Fig. 1: routing congestion
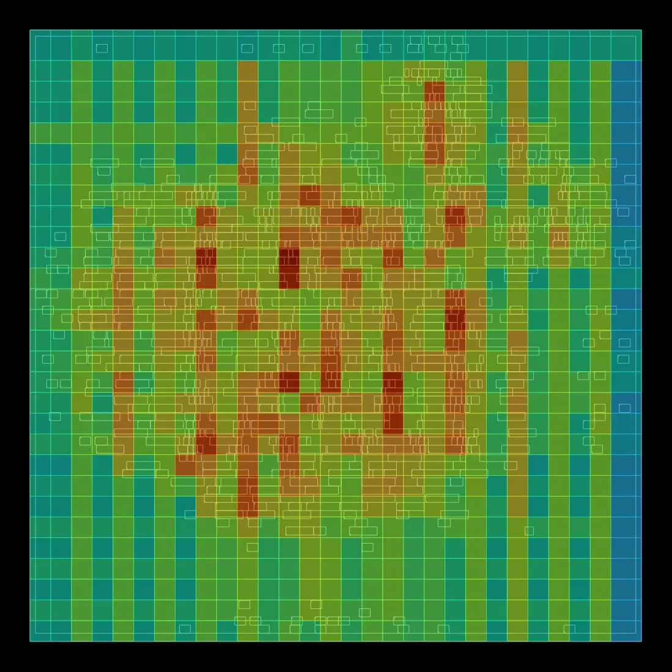
Fig. 2: clock distribution
Scale: 2 px per micron.
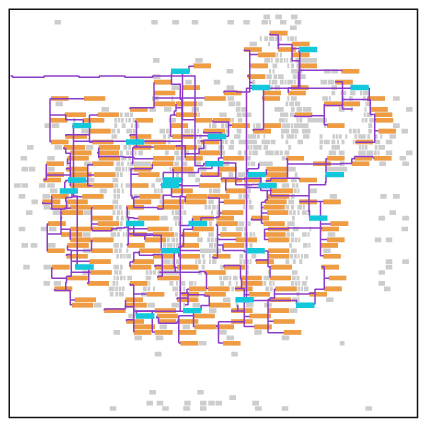
Fig. 3: register map, names as in the netlist
Scale: 1.5 px per micron.
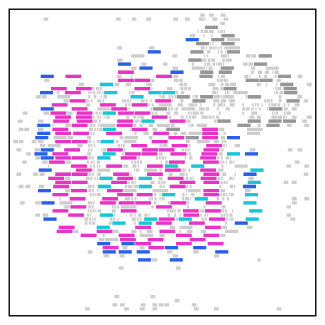
Fig. 4: met3 routing
Scale: 1.5 px per micron.
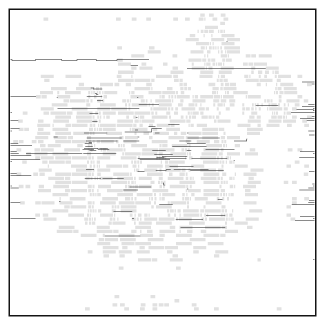
Fig. 5: routed metal, one color a layer
Scale: 1.5 px per micron.
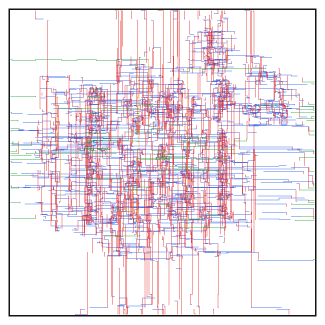
Design shift_frame_reader, sky130hd; sources not shown.
==> summary.txt <==
flow finished, numbers: Sw Pwr=1.41 mW, Post-DP Area=0.0114 sq mm, DRT Pass-1 Iters=5, RePlAce Congestion=0.781, status=completed, CP most frequent cell=buf_4, die height=203 microns, Setup Fix Bufs, Post-CTS=0, Gate power share=29.4%, Commonest Layout Cell=edfxtp_1, Tot Pwr=4.42 mW, PD cells=359 mW/mm^2, # hold bufs at CTS=0, Post-DRT Antenna Nets=0, MUX share of area=7.83%, clock network power share=30.8%, Area Growth Syn to Fin=22.6%, Hold WS=0.198 ns, initial antenna violation count=0, area fraction of the dominant cell type after synthesis=38.3%, yosys xor share=1.66%, clk root buf=clkbuf_16, Post-synth EDFFs=128, CTS H-tree depth=1, final setup TNS=0 ns, I/O pin total=92, Final nets=915, Final min period=3.52 ns, final instance area=0.0123 sq mm, Max Clock Freq=0.284 GHz, Clk pin slew, worst setup/hold paths=0.06 ns, TritonCTS clock tree=yes, fraction of layout cells with a size suffix above 1=15.0%
About Fig. 1:
met3 Resource Use GR: 1.95%
post-DR wirelength/cell: 17.2 microns
met1 usage: 14.7%
global-route met2 utilization: 20.1%
most used routing layer: met2

About Fig. 2:
[cyan] cells driving clock nets | count: 25
[purple] clock wires | length: 2820 microns
[orange] flip-flops | count: 229
routed clock nets: 26
Late-Pin Clk Latency: 0.53 ns
clk_skew: 0.0151 ns
clock network power: 1.36 mW

About Fig. 3:
| color | signal | flops |
|---|---|---|
| magenta | `fifo_mem_r` | 128 |
| cyan | `word_out` | 32 |
| blue | `capture_r` | 33 |
seq pwr: 1.76 mW
post-layout util: 31.0%
register area: 0.00637 sq mm

About Fig. 4:
longest straight run: 54.3 microns
nets with wire on the layer: 75
main direction: horizontal
Post-Route WL: 24.3 mm
via count: 6698

About Fig. 5:
| color | layer | wire length |
|---|---|---|
| green | met3 | 1240 microns |
| blue | met1 | 10500 microns |
| red | met2 | 12100 microns |
| orange | met4 | 412 microns |
GRT Util Overall: 11.4%

==> per-layer routing <==
metal | share of wire [%] | GRT usage (%) | vias up | routed length (microns)
li1 | - | - | 3168 | -
met1 | 43 | 14.7 | 3320 | 10500
met2 | 50 | 20.1 | 181 | 12100
met3 | 5.1 | 1.95 | 29 | 1240
met4 | 1.7 | 2.41 | 0 | 411
met5 | 0 | 0 | - | 0
==> final cells by class <==
| cell class | instances | area [sq um] | area share (%) |
|---|---|---|---|
| inverters | 11 | 41.3 | 0.336 |
| repair buffers | 101 | 1000 | 8.16 |
| multi-input cells | 498 | 3370 | 27.4 |
| clock buffers | 32 | 652 | 5.30 |
| well taps | 525 | 657 | 5.34 |
| clock inverters | 14 | 206 | 1.68 |
| flip-flops and latches | 229 | 6370 | 51.8 |
Power is estimated from default activity; no workload was simulated.
